File: config.mk
export PLATFORM = sky130hd
export DESIGN_NAME = move_input_capture_flat
export DESIGN_NICKNAME = d
export VERILOG_FILES = /design/src/rtl/move_input_capture_if.sv /design/src/rtl/move_input_capture.sv /design/src/flat_wrapper.sv
export SDC_FILE = /design/constraint.sdc
export NUM_CORES = 1
export LEC_CHECK = 0
export ABC_AREA = 1
export CAP_MARGIN = 20
export CORE_ASPECT_RATIO = 0.8
export CORE_MARGIN = 3
export CORE_UTILIZATION = 50
export CTS_CLUSTER_SIZE = 14
export DETAILED_ROUTE_END_ITERATION = 10
export PLACE_DENSITY = 0.71
export REMOVE_ABC_BUFFERS = 1
export SYNTH_ARGS = -nofsm -noshare
export SYNTH_HDL_FRONTEND = slang
export SYNTH_SLANG_ARGS = --single-unit
File: constraint.sdc
create_clock -name clk -period 2.9 [get_ports clk]
set_input_delay 0.58 -clock clk [delete_from_list [all_inputs] [get_ports clk]]
set_output_delay 0.58 -clock clk [all_outputs]
set_load 0.02 [all_outputs]
File: src/rtl/move_input_capture_if.sv
// Pin bundle between the raw tic-tac-toe controls and the move capture front end.
// The capture block takes the slave side: it reads the raw pins and drives the clean move event.
interface move_input_capture_if;
  logic       buttonX;
  logic       buttonO;
  logic [8:0] sel_pos;
  logic       move_strobe;
  logic       move_player;
  logic [8:0] move_pos;
  logic       move_multi;
  logic       move_both;

  modport master (
    output buttonX, buttonO, sel_pos,
    input  move_strobe, move_player, move_pos, move_multi, move_both
  );

  modport slave (
    input  buttonX, buttonO, sel_pos,
    output move_strobe, move_player, move_pos, move_multi, move_both
  );
endinterface

File: src/rtl/move_input_capture.sv
// Synchronises and debounces the X/O buttons and turns each press into one registered move event
// carrying the captured position, the player and the error flags.
module move_input_capture #(
  parameter int DB_CYCLES = 50000,
  parameter int DB_W      = 16
) (
  input  logic                clk,
  input  logic                reset,
  move_input_capture_if.slave bus
);

  typedef enum logic [1:0] {
    INIT = 2'd0,
    IDLE = 2'd1,
    HELD = 2'd2
  } state_t;

  localparam logic [DB_W-1:0] DbLast   = DB_W'(DB_CYCLES - 1);
  localparam logic [DB_W-1:0] InitLast = DB_W'(DB_CYCLES + 2);

  logic [1:0]      syncX_q, syncO_q;
  logic [8:0]      posMeta_q, posSync_q;
  logic            dbX_q, dbO_q, dbX_d, dbO_d;
  logic            dbXPrev_q, dbOPrev_q;
  logic [DB_W-1:0] cntX_q, cntO_q, cntX_d, cntO_d;
  logic [DB_W-1:0] initCnt_q, initCnt_d;
  state_t          state_q, state_d;
  logic            pendX_q, pendO_q, pendX_d, pendO_d;
  logic            riseX, riseO, reqX, reqO, emitReq, emit;
  logic            strobe_q, player_q, multi_q, both_q;
  logic [8:0]      pos_q;

  always_ff @(posedge clk or negedge reset) begin
    if (!reset) begin
      syncX_q   <= '0;
      syncO_q   <= '0;
      posMeta_q <= '0;
      posSync_q <= '0;
    end else begin
      syncX_q   <= {syncX_q[0], bus.buttonX};
      syncO_q   <= {syncO_q[0], bus.buttonO};
      posMeta_q <= bus.sel_pos;
      posSync_q <= posMeta_q;
    end
  end

  // A level only flips after DB_CYCLES consecutive cycles of disagreement.
  always_comb begin
    cntX_d = '0;
    dbX_d  = dbX_q;
    if (syncX_q[1] != dbX_q) begin
      if (cntX_q == DbLast) dbX_d = syncX_q[1];
      else                  cntX_d = cntX_q + 1'b1;
    end
    cntO_d = '0;
    dbO_d  = dbO_q;
    if (syncO_q[1] != dbO_q) begin
      if (cntO_q == DbLast) dbO_d = syncO_q[1];
      else                  cntO_d = cntO_q + 1'b1;
    end
  end

  always_ff @(posedge clk or negedge reset) begin
    if (!reset) begin
      cntX_q    <= '0;
      cntO_q    <= '0;
      dbX_q     <= 1'b0;
      dbO_q     <= 1'b0;
      dbXPrev_q <= 1'b0;
      dbOPrev_q <= 1'b0;
    end else begin
      cntX_q    <= cntX_d;
      cntO_q    <= cntO_d;
      dbX_q     <= dbX_d;
      dbO_q     <= dbO_d;
      dbXPrev_q <= dbX_q;
      dbOPrev_q <= dbO_q;
    end
  end

  assign riseX = dbX_q & ~dbXPrev_q;
  assign riseO = dbO_q & ~dbOPrev_q;
  assign reqX  = riseX | pendX_q;
  assign reqO  = riseO | pendO_q;

  // A rise landing right after a strobe is held one cycle so strobes never touch.
  always_comb begin
    state_d   = state_q;
    initCnt_d = initCnt_q;
    emitReq   = 1'b0;
    pendX_d   = 1'b0;
    pendO_d   = 1'b0;
    case (state_q)
      INIT: begin
        initCnt_d = initCnt_q + 1'b1;
        if (initCnt_q == InitLast) begin
          initCnt_d = '0;
          state_d   = HELD;
        end
      end
      IDLE: begin
        if (reqX | reqO) begin
          emitReq = 1'b1;
          state_d = HELD;
        end
      end
      HELD: begin
        if (reqX | reqO) emitReq = 1'b1;
        if (!dbX_q && !dbO_q) state_d = IDLE;
      end
      default: state_d = INIT;
    endcase
    if (emitReq && strobe_q) begin
      pendX_d = reqX;
      pendO_d = reqO;
    end
    emit = emitReq & ~strobe_q;
  end

  always_ff @(posedge clk or negedge reset) begin
    if (!reset) begin
      state_q   <= INIT;
      initCnt_q <= '0;
      pendX_q   <= 1'b0;
      pendO_q   <= 1'b0;
    end else begin
      state_q   <= state_d;
      initCnt_q <= initCnt_d;
      pendX_q   <= pendX_d;
      pendO_q   <= pendO_d;
    end
  end

  always_ff @(posedge clk or negedge reset) begin
    if (!reset) begin
      strobe_q <= 1'b0;
      player_q <= 1'b0;
      pos_q    <= '0;
      multi_q  <= 1'b0;
      both_q   <= 1'b0;
    end else begin
      strobe_q <= emit;
      if (emit) begin
        player_q <= reqX;
        pos_q    <= posSync_q;
        multi_q  <= ($countones(posSync_q) != 1);
        both_q   <= dbX_q & dbO_q;
      end
    end
  end

  assign bus.move_strobe = strobe_q;
  assign bus.move_player = player_q;
  assign bus.move_pos    = pos_q;
  assign bus.move_multi  = multi_q;
  assign bus.move_both   = both_q;

endmodule

File: src/flat_wrapper.sv
// flat-port wrapper written by rule: the top's interface ports become plain ports
module move_input_capture_flat 
#(
  parameter int DB_CYCLES = 50000,
  parameter int DB_W      = 16
)
  (clk, reset, bus_buttonX, bus_buttonO, bus_sel_pos, bus_move_strobe, bus_move_player, bus_move_pos, bus_move_multi, bus_move_both);
  move_input_capture_if bus_i ();
  input  logic clk;
  input  logic reset;
  input wire logic [$bits(bus_i.buttonX)-1:0] bus_buttonX;
  input wire logic [$bits(bus_i.buttonO)-1:0] bus_buttonO;
  input wire logic [$bits(bus_i.sel_pos)-1:0] bus_sel_pos;
  output wire logic [$bits(bus_i.move_strobe)-1:0] bus_move_strobe;
  output wire logic [$bits(bus_i.move_player)-1:0] bus_move_player;
  output wire logic [$bits(bus_i.move_pos)-1:0] bus_move_pos;
  output wire logic [$bits(bus_i.move_multi)-1:0] bus_move_multi;
  output wire logic [$bits(bus_i.move_both)-1:0] bus_move_both;
  assign bus_i.buttonX = bus_buttonX;
  assign bus_i.buttonO = bus_buttonO;
  assign bus_i.sel_pos = bus_sel_pos;
  assign bus_move_strobe = bus_i.move_strobe;
  assign bus_move_player = bus_i.move_player;
  assign bus_move_pos = bus_i.move_pos;
  assign bus_move_multi = bus_i.move_multi;
  assign bus_move_both = bus_i.move_both;
  move_input_capture #(.DB_CYCLES(DB_CYCLES), .DB_W(DB_W)) u_core (.clk(clk), .reset(reset), .bus(bus_i));
endmodule
==> impl_metrics.toml, run 1 <==
# physical design summary
[power]
cellLeakagePower_nw = 2.542
combinationalPower_uw = 155
p_per_area_mw_per_mm2 = 487.6
switching_share_pct = 21.83
seq_power_share_pct = 51.4

[final_layout]
non_filler_instances = 694
ff_latch_area_sq_mm = 0.002277
flow.area_growth_from_synthesis_pct = 16.05
finish.net_count = 608
biggestRegsByFlops = "u_core.cntO_q: 16 flops, u_core.cntX_q: 16 flops, u_core.initCnt_q: 16 flops"
final.signal_inverter_count = 78

[detailed_routing]
route.detailed.drc = 0
average_routed_wire_per_standard_cell_microns = 12.31

[cts]
clk_pin_slew_ps = 60
max-clock-path-buffers = 2
ctsHtreeMaxLevel = 3
tritoncts = "built"

[logic_synthesis]
synth_area_sq_mm = 0.004497

[sta]
max_clock_freq_ghz = 0.3500
finalClockPeriodUsage_pct = 98.53
finalSetupTns_ps = 0

[grt]
grt_start_max_net_pins = 50
wire_length_of_the_first_global_routing_pass_microns = 15000
globalRouteOverflowTotal = 0

[setup_path]
worst_r2r_startpoint = "u_core.posSync_q[2]$_DFF_PN0_"
crit_path_start = "u_core.posSync_q[2]$_DFF_PN0_"
path_class = "reg2reg"
critPathBufInv = 2

[die]
floorplan.die_area_sq_mm = 0.01017
dieWidth_microns = 112.0
io_pins = 26

[flow_run]
drv.max_cap_violation_count = 0

[outcome]
outcome = "completed"
run 1: worst paths after layout:
kind / to / slack [ps] / depth (start not counted)
worst max-delay path: u_core.bus.move_multi$_DFFE_PN0P_ / 40 / 9
worst max register to register: u_core.bus.move_multi$_DFFE_PN0P_ / 40 / 9
max in group asynchronous: u_core.syncO_q[1]$_DFF_PN0_ / 1990 / 2
worst min register to register: u_core.posSync_q[8]$_DFF_PN0_ / 350 / 0
worst min-delay path: u_core.bus.move_pos[3]$_DFFE_PN0P_ / 260 / 1
min in group clk: u_core.posSync_q[8]$_DFF_PN0_ / 350 / 0
run 1: cell usage after synthesis:
cell,count
sky130_fd_sc_hd__nor2_2,4
sky130_fd_sc_hd__inv_1,74
sky130_fd_sc_hd__fa_1,5
sky130_fd_sc_hd__nor4b_1,1
sky130_fd_sc_hd__xor2_1,11
sky130_fd_sc_hd__nand3b_4,1
sky130_fd_sc_hd__nor3_1,7
sky130_fd_sc_hd__buf_4,1
sky130_fd_sc_hd__nand4_1,6
sky130_fd_sc_hd__a31oi_1,1
sky130_fd_sc_hd__o21a_1,1
sky130_fd_sc_hd__o21ai_0,10
sky130_fd_sc_hd__clkinv_2,1
sky130_fd_sc_hd__o21ai_2,1
sky130_fd_sc_hd__a21boi_0,1
sky130_fd_sc_hd__xor2_2,2
sky130_fd_sc_hd__nor3_4,2
sky130_fd_sc_hd__a21oi_1,9
sky130_fd_sc_hd__xnor2_1,2
sky130_fd_sc_hd__nor2_1,85
sky130_fd_sc_hd__and3_1,1
sky130_fd_sc_hd__dfrtp_1,91
sky130_fd_sc_hd__ha_1,13
sky130_fd_sc_hd__nand3_2,3
sky130_fd_sc_hd__nor3_2,1
sky130_fd_sc_hd__nand2_1,147
sky130_fd_sc_hd__nand3_1,50
sky130_fd_sc_hd__o21bai_1,2
sky130_fd_sc_hd__buf_6,1
sky130_fd_sc_hd__inv_2,3
sky130_fd_sc_hd__nand2_2,2
sky130_fd_sc_hd__nand3b_1,1
sky130_fd_sc_hd__nor2_4,1
run 1: per-stage QoR:
step / total power [mW] / worst slack (ps) / utilization, % / instance area (sq um)
2_1_floorplan: 1.391 / 138.4 / - / 4478
3_3_place_gp: 1.448 / 64.30 / 56.59 / 4886
3_5_place_dp: 1.455 / 10.67 / 56.59 / 4886
4_1_cts: 2.549 / 1.840 / 59.77 / 5160
5_1_grt: 2.665 / -24.64 / 60.45 / 5219
6_report: 2.544 / 42.64 / 60.45 / 5219
run 1: kinds of logic after synthesis:
group           count (synthesis)  synth area share (%)
xor+xnor                       15                 3.255
simple gates                  312                 30.19
compound gates                 25                 3.116
flops                          91                 50.64
buf+inv                        80                 6.956
fa+ha+maj                      18                 5.843
run 1: routing by layer:
layer	track usage [%]	wire length, microns	vias to the layer above
met5	0	0	-
met2	28.09	3896	59
met3	5.894	361	13
li1	-	-	1749
met4	6.106	120	0
met1	24.11	4168	1616
run 1: worst reg2reg max path: cells and delay by family (launching register included):
family / cells / cell delay [ps]
compound gates: 1 / 90
fa+ha+maj: 5 / 1870
buf+inv: 2 / 90
flops: 1 / 390
simple gates: 1 / 310
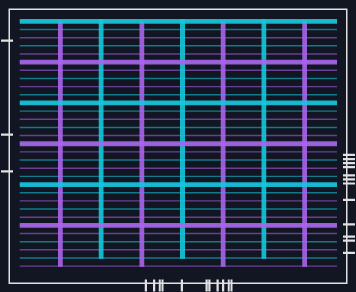
**Above:** run 1 (supply network).
(3 px per micron) Pins as bars on the die edge.
[cyan] VDD
[purple] VSS
met1 rails: 31
met4 straps: 7
rows: 30
die outline height: 90.82 microns
maximum ir drop on the vdd rail: 0.0004383 V

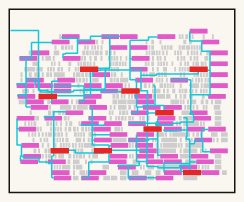
**Above:** run 1 (clock network drawn from the DEF).
(2 px per micron)
[magenta] flip-flops | count: 91
[red] clock drivers | count: 9
[cyan] clock wires | length: 1140 microns
routed clock nets: 10
flops lie: all over the die
clk_skew: 5.110 ps
Insertion Delay late pin: 340 ps
share of total power in the clock network: 42.5%
power in the clock group: 1.08 mW

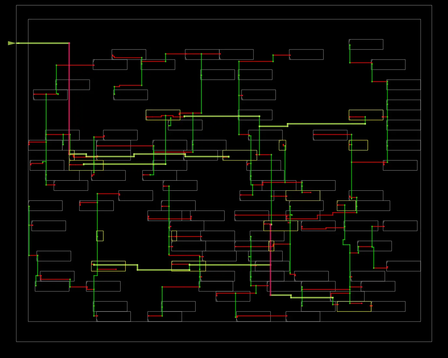
**Above:** run 1 (clock wiring as the flow saved it).
Clock buffer cells: 14
number of buffers created by CTS: 9
sequential cell count: 91
number of sinks handled by clock tree synthesis: 91

==> inputs of run 2 (changes only) <==
--- a/config.mk
+++ b/config.mk
@@ -14,6 +14,7 @@
 export DETAILED_ROUTE_END_ITERATION = 10
 export PLACE_DENSITY = 0.71
 export REMOVE_ABC_BUFFERS = 1
+export SKIP_LAST_GASP = 1
 export SYNTH_ARGS = -nofsm -noshare
 export SYNTH_HDL_FRONTEND = slang
 export SYNTH_SLANG_ARGS = --single-unit
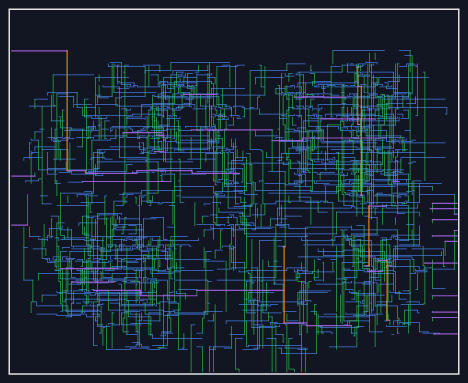
**Above:** run 2 (wiring by layer).
(4 px per micron)
[purple] metal 3 | wire length: 362 microns
[green] metal 2 | wire length: 3900 microns
[blue] metal 1 | wire length: 4170 microns
[orange] metal 4 | wire length: 120 microns

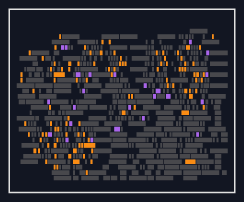
**Above:** run 2 (gate-type map).
(2 px per micron)
[orange] NOR gates | cells: 101
[purple] inverting AOI/OAI gates | cells: 24
logic share of the area: 37.52%
highest-count logic cell in the final layout: sky130_fd_sc_hd__nand2_1

==> impl_metrics.toml, run 2 <==
# physical design summary
[sta]
finalSetupViolCount = 0
worst_slack_ps = 42.64
finalSetupTns_ps = 0
clk_skew_ps = 5.110
finalClockPeriodUsage_pct = 98.53
max_clock_freq_ghz = 0.3500
final.min_clock_period_ps = 2857

[logic_synthesis]
synth-async-reset-ratio_pct = 100.0
synth-edff-count = 0
synth.top_cells.by_count = "sky130_fd_sc_hd__nand2_1 (147), sky130_fd_sc_hd__dfrtp_1 (91), sky130_fd_sc_hd__nor2_1 (85), sky130_fd_sc_hd__inv_1 (74), sky130_fd_sc_hd__nand3_1 (50)"
synth-main-ff-cell = "sky130_fd_sc_hd__dfrtp_1"
post-synth-top-count-cell = "sky130_fd_sc_hd__nand2_1"
synth_area_sq_mm = 0.004497
top_cell_type_s_share_of_synthesized_area_pct = 50.64
synth_cell_types = 33

[final_layout]
post-route-cell-area_sq_mm = 0.005219
finish.net_count = 608
biggestRegsByFlops = "u_core.cntO_q: 16 flops, u_core.cntX_q: 16 flops, u_core.initCnt_q: 16 flops"
drive_above_1_share_pct = 7.904
flow.area_growth_from_synthesis_pct = 16.05

[place]
globalplace.congestion = 0.8935
io_buffer_count = 25
dpl_cell_area_sq_mm = 0.004886
detailedPlace.worstSlack_ps = 10.67

[setup_path]
critical_path.most_common_cell = "sky130_fd_sc_hd__fa_1"
critPathBufInv = 2
path_class = "reg2reg"
timing.critical_path.required_ps = 3120

[power]
post-layout-total-power_mw = 2.544
p_per_area_mw_per_mm2 = 487.6
max-vdd-ir-drop_v = 0.0004383
cellLeakagePower_nw = 2.542

[hold_path]
worst_min_path_class = "in2async"

[detailed_routing]
route.detailed.drc = 0
average_routed_wire_per_standard_cell_microns = 12.31

[die]
floorplan.die_area_sq_mm = 0.01017
die_y_microns = 90.82
io_pins = 26
dieWidth_microns = 112.0

[cts]
insertion_delay_late_pin_ps = 340
clk_pin_slew_ps = 60
tritoncts = "built"
ctsHtreeMaxLevel = 3
cts_sinks = 91

[outcome]
outcome = "completed"

[grt]
wire_length_of_the_first_global_routing_pass_microns = 15000
globalRouteOverflowTotal = 0

[flow_run]
drv.max_cap_violation_count = 0
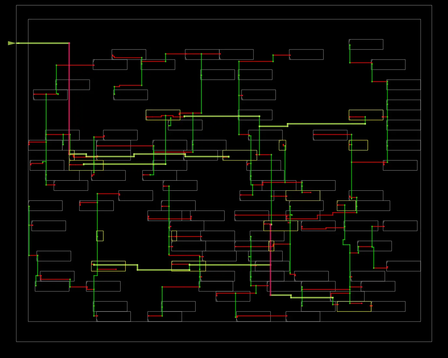
**Above:** run 2 (clock wiring as the flow saved it).

==> run 2: cell counts after synthesis <==
Identical to the previous run, type by type.
==> run 2: power breakdown <==
part | internal (mW) | switching [mW]
Clock | 0.626 | 0.456
Sequential | 1.29 | 0.0154
Combinational | 0.0713 | 0.0837
Total | 1.99 | 0.555
==> run 2: final timing paths <==
path / from / end / slack [ps] / cells past startpoint
max in group asynchronous: reset / u_core.syncO_q[1]$_DFF_PN0_ / 1990 / 2
max: u_core.posSync_q[2]$_DFF_PN0_ / u_core.bus.move_multi$_DFFE_PN0P_ / 40 / 9
min in group clk: u_core.posMeta_q[8]$_DFF_PN0_ / u_core.posSync_q[8]$_DFF_PN0_ / 350 / 0
min reg2reg: u_core.posMeta_q[8]$_DFF_PN0_ / u_core.posSync_q[8]$_DFF_PN0_ / 350 / 0
min: reset / u_core.bus.move_pos[3]$_DFFE_PN0P_ / 260 / 1
max reg2reg: u_core.posSync_q[2]$_DFF_PN0_ / u_core.bus.move_multi$_DFFE_PN0P_ / 40 / 9
==> run 2: cells by family after synthesis <==
group,Yosys count,synth area share [%]
flip-flops,91,50.64
XOR/XNOR,15,3.255
AND-OR/OR-AND,25,3.116
buffers and inverters,80,6.956
AND/OR/NAND/NOR,312,30.19
adder cells (fa/ha/maj),18,5.843
==> run 2: cell type report <==
| class | instances | area, sq um | area share [%] |
|---|---|---|---|
| clock inverters | 2 | 10.01 | 0.1918 |
| well taps | 112 | 140.1 | 2.685 |
| inverters | 78 | 294.0 | 5.634 |
| repair buffers | 27 | 275.3 | 5.275 |
| flip-flops and latches | 91 | 2277 | 43.63 |
| clock buffers | 14 | 264.0 | 5.059 |
| multi-input cells | 370 | 1958 | 37.52 |
==> run 2: layer usage <==
metal | global-route usage (%) | vias up | wire length, microns
li1 | - | 1749 | -
met1 | 24.11 | 1616 | 4168
met2 | 28.09 | 59 | 3896
met3 | 5.894 | 13 | 361
met4 | 6.106 | 0 | 120
met5 | 0 | - | 0
==> run 2: stage by stage <==
step	std cells	hold slack (ps)	util [%]
after CTS	693	274.2	59.77
after detailed placement	677	335.8	56.59
after global placement	677	334.2	56.59
after global routing	694	312.5	60.45
final	694	257.4	60.45
after floorplan	539	284.4	-
==> run 2: repair_timing <==
action	4_1_cts	5_1_grt
endpoints found under the setup margin	0	1
endpoints found under the hold margin	0	0
hold buffers	0	0
buffers inserted	0	1
resized	0	13
**Run 2: clock network drawn from the DEF**

(2 px per micron)
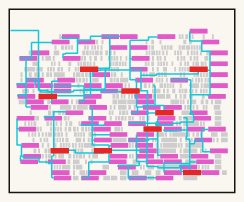

==> inputs of run 3 (changes only) <==
--- a/config.mk
+++ b/config.mk
@@ -12,7 +12,7 @@
 export CORE_UTILIZATION = 50
 export CTS_CLUSTER_SIZE = 14
 export DETAILED_ROUTE_END_ITERATION = 10
-export PLACE_DENSITY = 0.71
+export PLACE_DENSITY = 0.69
 export REMOVE_ABC_BUFFERS = 1
 export SKIP_LAST_GASP = 1
 export SYNTH_ARGS = -nofsm -noshare
==> constraint.sdc (replaced) <==
create_clock -name clk -period 3.3 [get_ports clk]
set_input_delay 0.66 -clock clk [delete_from_list [all_inputs] [get_ports clk]]
set_output_delay 0.66 -clock clk [all_outputs]
set_load 0.05 [all_outputs]
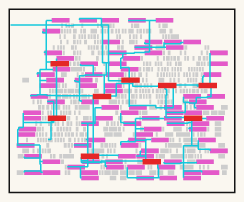
**Above:** run 3 (clock network drawn from the DEF).
(2 px per micron)
[red] clock drivers | count: 9
[cyan] clock wires | length: 1110 microns
[magenta] flip-flops | count: 91
routed clock nets: 10

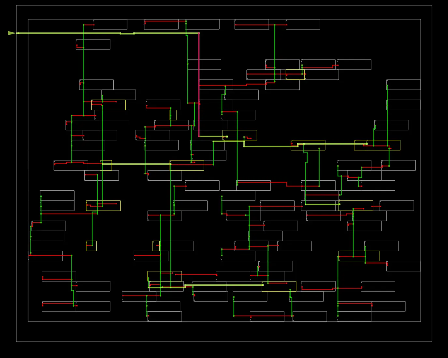
**Above:** run 3 (clock wiring as the flow saved it).
Clock buffer cells: 10
power in the clock group: 1.03 mW
clk_skew: 11.11 ps

==> impl_metrics.toml, run 3 <==
# physical design summary
[outcome]
outcome = "completed"

[power]
switching_share_pct = 21.71
max-vdd-ir-drop_v = 0.0003714
power.internal_mw = 1.787
clockPowerShare_pct = 45.0
post-layout-total-power_mw = 2.282
p_per_area_mw_per_mm2 = 440.2
cellLeakagePower_nw = 2.553

[place]
io_buffer_count = 25
dpl_cell_area_sq_mm = 0.004881

[die]
die_y_microns = 90.82
io_pins = 26
floorplan.die_area_sq_mm = 0.01017

[sta]
finalSetupViolCount = 0
max_clock_freq_ghz = 0.3352
worst_slack_ps = 316.8
finalClockPeriodUsage_pct = 90.40
final.min_clock_period_ps = 2983

[final_layout]
finish.net_count = 608
final_core_util_pct = 60.06
ff_latch_area_sq_mm = 0.002277
post-route-cell-area_sq_mm = 0.005185
biggestRegsByFlops = "u_core.cntO_q: 16 flops, u_core.cntX_q: 16 flops, u_core.initCnt_q: 16 flops"

[flow_run]
drv.max_cap_violation_count = 0

[grt]
globalRouteOverflowTotal = 0
grt_start_max_net_pins = 45

[logic_synthesis]
top_cell_type_s_share_of_synthesized_area_pct = 50.64
synth.top_cells.by_count = "sky130_fd_sc_hd__nand2_1 (147), sky130_fd_sc_hd__dfrtp_1 (91), sky130_fd_sc_hd__nor2_1 (85), sky130_fd_sc_hd__inv_1 (74), sky130_fd_sc_hd__nand3_1 (50)"
synth_cell_types = 33
synth-edff-count = 0

[cts]
post_cts.resized_instances = 0
max-clock-path-buffers = 2
tritoncts = "built"
cts-hold-fix-buffers = 0
ctsHtreeMaxLevel = 3

[detailed_routing]
average_routed_wire_per_standard_cell_microns = 12.17

[setup_path]
path_class = "reg2reg"
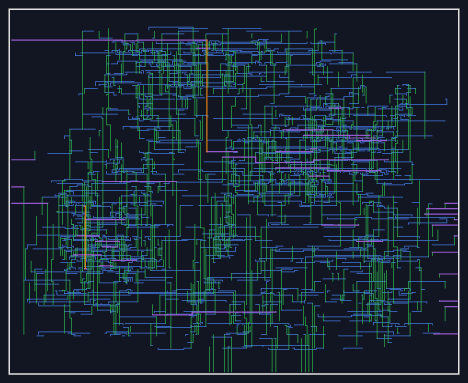
**Above:** run 3 (wiring by layer).
(4 px per micron)
[green] metal 2 | wire length: 3750 microns
[orange] metal 4 | wire length: 43.5 microns
[blue] metal 1 | wire length: 4290 microns
[purple] metal 3 | wire length: 367 microns

## run 3: cell counts after synthesis
Identical to the previous run, type by type.
## run 3: routing by layer
| layer | track usage (%) | part of all wire [%] | routed length (microns) | vias up |
|---|---|---|---|---|
| met1 | 26.53 | 51 | 4285 | 1599 |
| met4 | 4.905 | 0.51 | 43 | 0 |
| met3 | 5.023 | 4.3 | 367 | 5 |
| li1 | - | - | - | 1748 |
| met2 | 25.85 | 44 | 3752 | 66 |
| met5 | 0 | 0 | 0 | - |
## run 3: area by class of cell
| cell class | count | share of cell area, % |
|---|---|---|
| Sequential cell | 91 | 43.92 |
| Multi-Input combinational cell | 370 | 36.78 |
| Inverter | 78 | 5.671 |
| Timing Repair Buffer | 27 | 5.068 |
| Clock buffer | 10 | 4.609 |
| Tap cell | 112 | 2.703 |
| Clock inverter | 6 | 1.255 |
## run 3: power groups by stage
| stage | combinational, mW | clock, mW | sequential (mW) |
|---|---|---|---|
| after floorplan | 0.0568 | 0 | 1.17 |
| after global placement | 0.105 | 0 | 1.17 |
| after detailed placement | 0.110 | 0 | 1.17 |
| after CTS | 0.112 | 1.06 | 1.15 |
| after global routing | 0.128 | 1.11 | 1.15 |
| final | 0.107 | 1.03 | 1.15 |
## run 3: through the flow
step	hold slack, ps	instances
2_1_floorplan	331.2	539
3_3_place_gp	333.2	678
3_5_place_dp	334.7	678
4_1_cts	321.0	694
5_1_grt	344.0	694
6_report	305.1	694
## run 3: logic make-up (layout without fill, tap and decap cells)
group	after synthesis	count (layout)	share of synthesized area, %
fa+ha+maj	18	18	5.843
simple gates	312	312	30.19
flops	91	91	50.64
compound gates	25	25	3.116
buf+inv	80	121	6.956
xor+xnor	15	15	3.255
## run 3: path summary, 6_finish.rpt
path | start | to | slack, ps | cells past startpoint
max | u_core.posSync_q[6]$_DFF_PN0_ | u_core.bus.move_multi$_DFFE_PN0P_ | 320 | 9
min | reset | u_core.bus.move_pos[2]$_DFFE_PN0P_ | 310 | 1
max reg2reg | u_core.posSync_q[6]$_DFF_PN0_ | u_core.bus.move_multi$_DFFE_PN0P_ | 320 | 9
min reg2reg | u_core.posMeta_q[1]$_DFF_PN0_ | u_core.posSync_q[1]$_DFF_PN0_ | 340 | 0
max in group asynchronous | reset | u_core.cntX_q[15]$_DFF_PN0_ | 2260 | 2
min in group clk | u_core.posMeta_q[1]$_DFF_PN0_ | u_core.posSync_q[1]$_DFF_PN0_ | 340 | 0
## run 3: worst max-delay path, cell delays in order, from the launching register on
cell,delay [ps]
sky130_fd_sc_hd__dfrtp_1,380
sky130_fd_sc_hd__ha_1,220
sky130_fd_sc_hd__fa_1,550
sky130_fd_sc_hd__inv_1,60
sky130_fd_sc_hd__fa_1,520
sky130_fd_sc_hd__inv_1,40
sky130_fd_sc_hd__ha_1,200
sky130_fd_sc_hd__fa_1,440
sky130_fd_sc_hd__nor4b_1,310
sky130_fd_sc_hd__o21ai_0,140
Power figures rest on the tool's default switching activity, not on a simulated workload.
